==> config.mk <==
export PLATFORM = sky130hd
export DESIGN_NAME = vga_scan_gen
export DESIGN_NICKNAME = d
export VERILOG_FILES = /design/src/rtl/vga_timing_pkg.sv /design/src/rtl/vga_counter.sv /design/src/rtl/vga_scan_gen.sv
export SDC_FILE = /design/constraint.sdc
export NUM_CORES = 1
export LEC_CHECK = 0
export ABC_AREA = 1
export CAP_MARGIN = 20
export CORE_MARGIN = 2
export CORE_UTILIZATION = 40
export CTS_BUF_LIST = sky130_fd_sc_hd__clkbuf_4 sky130_fd_sc_hd__clkbuf_8
export CTS_CLUSTER_DIAMETER = 60
export DETAILED_ROUTE_END_ITERATION = 8
export GPL_TIMING_DRIVEN = 0
export PLACE_DENSITY = 0.82
export SLEW_MARGIN = 5
export SYNTH_ARGS = -nofsm -noshare
export SYNTH_HDL_FRONTEND = slang
export SYNTH_SLANG_ARGS = --single-unit
==> constraint.sdc <==
create_clock -name clk -period 1.55 [get_ports clk]
set_clock_uncertainty 0.15 [all_clocks]
set_input_delay 0.31 -clock clk [delete_from_list [all_inputs] [get_ports clk]]
set_output_delay 0.31 -clock clk [all_outputs]
set_load 0.005 [all_outputs]
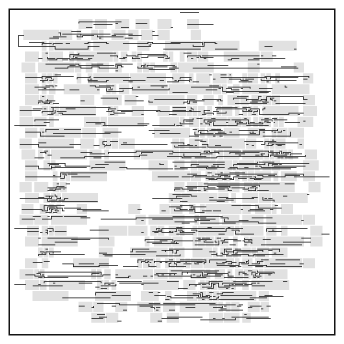
Figure 1: signal wires on met1.
Drawn at 4 px/um.
longest straight run: 26.2 um
nets with wire on the layer: 379
wire length on this layer: 2900 um
share of all routed wire: 40%
via count: 2445
Total Wirelength: 7240 um

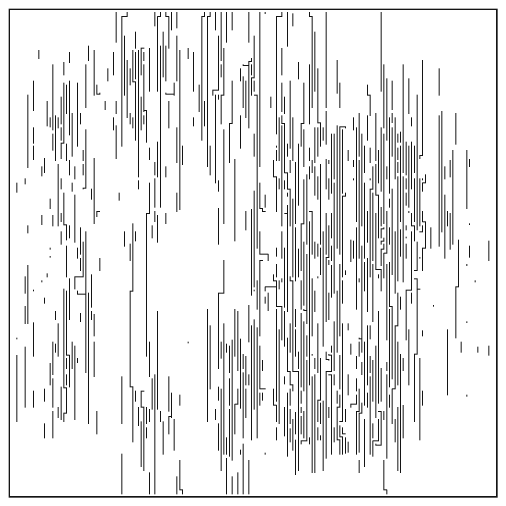
Figure 2: met2 routing.
Drawn at 6 px/um.
main direction: vertical
wire length on this layer: 3720 um
share of all routed wire: 51%
longest straight run: 27.2 um
met2 GRT Util: 0.358

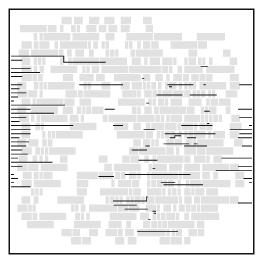
Figure 3: the metal 3 layer.
Drawn at 3 px/um.
nets with wire on the layer: 66
share of all routed wire: 6.4%
main direction: horizontal
longest straight run: 21.6 um
GR Util met3: 0.0456

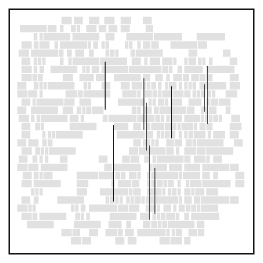
Figure 4: the metal 4 layer.
Drawn at 3 px/um.
longest straight run: 25.2 um
share of all routed wire: 2.2%
main direction: vertical

==> impl_metrics.toml <==
# implementation run metrics
[setup_path]
required_ns = 1.09
slowest_delay_ns = 0.41
reg2reg_slack_ns = -0.12
crit_path_end_kind = "primary output"
arrival_ns = 1.54
worstSetupStartpointType = "register"
reg2reg_depth = 9
cp_cell_sequence = "ha_2 > nand2_2 > inv_2 > nand3_4 > nor2_4 > inv_4 > nor2_2 > buf_2"
path_max_fanout = 2

[yosys]
area_leaders = "dfrtp_1, nand2_1, nand3_1, inv_1, nor2_1"
simple_gate_area_frac = 0.319
synth.logic.top_family = "simple AND/OR/NAND/NOR gates"
post_synth.cell_area_avg_sq_um = 8.27
synth_top_area_share = 0.485
fp_nets = 318
synth-edff-count = 0
yosysCellCount = 287
ys_area_sq_um = 2370
async_reset_ff_frac = 1.00
netlist_instances = 287
ys_sh_aoi = 0.0311
most_common_cell = "nand2_1"
synthFlopType = "dfrtp_1"
synth_area_leader_cell = "dfrtp_1"
netlist_top_cells_count = "nand2_1, dfrtp_1, nand3_1, inv_1, nor2_1"

[power]
comb_cell_power_uw = 177
powerClk_uw = 969
pwr-share-clk = 0.396
switching_power_uw = 524
power_leader = "registers"
intPower_uw = 1920
p_leak_uw = 0.00193
pg_seq_uw = 1300
comb_power_share = 0.072
irDropWorstVdd_mv = 0.517

[global_route]
use_met1 = 0.251
busiest_layer = "met2"
grt_pass1_wl_um = 10600
grt_use_total = 0.207
overflow = 0
grt_pass1_vias = 2322

[routing]
drt_iter0_markers = 149
route.detailed.drc = 0
wl_per_cell_um = 14.9
via_per_inst = 5.04

[cells_and_area]
combGateArea_sq_um = 1120
layout-drive-gt1-share = 0.290
clock_buffers = 6
n_all_buffers = 128
sh_comb_area = 0.295
flop_area_sq_um = 1210
nNonClkInverters = 26
biggestCellCategory = "sequential cells"
sh_seq_area = 0.319
largest_register_ffs = 24
signal_buffer_area_fraction = 0.303
nets = 440
comb_cells = 200

[final_timing]
min_period_ns = 2.00
fmax_mhz = 499
hold_viol_final = 0
fin_ws_ns = -0.454
setup_violations = 13

[floorplan]
row_count = 28
chipArea_sq_um = 6560
initCoreUtil = 0.408
fp.dieW_um = 81.0

[clocking]
clockRootBuffer = "clkbuf_8"
cts_buffer_depth = 2
cts_tree = "built"
cts_buffers = 5

[status]
status = "complete, but fails checks"
violations = "setup timing"

[place]
dp_slack_ns = -0.654
hpwl_um = 4090
io_buffers = 74

[flow_run]
drv_cap = 0
[metrics by stage]
step | cells | setup TNS (ns) | utilization | hold slack [ns] | instance area, sq um
2_1_floorplan | 287 | -0.0146 | - | 0.189 | 2380
3_3_place_gp | 436 | -6.04 | 0.552 | 0.315 | 3210
3_5_place_dp | 436 | -7.56 | 0.552 | 0.315 | 3210
4_1_cts | 477 | -0.796 | 0.617 | 0.335 | 3590
5_1_grt | 485 | -2.26 | 0.655 | 0.193 | 3810
6_report | 485 | -1.09 | 0.655 | 0.144 | 3810
[routing by layer]
metal	wire (um)	vias to the layer above
li1	-	1155
met4	157	0
met2	3720	98
met5	0	-
met1	2900	1173
met3	466	19
Power figures rest on the tool's default switching activity, not on a simulated workload.
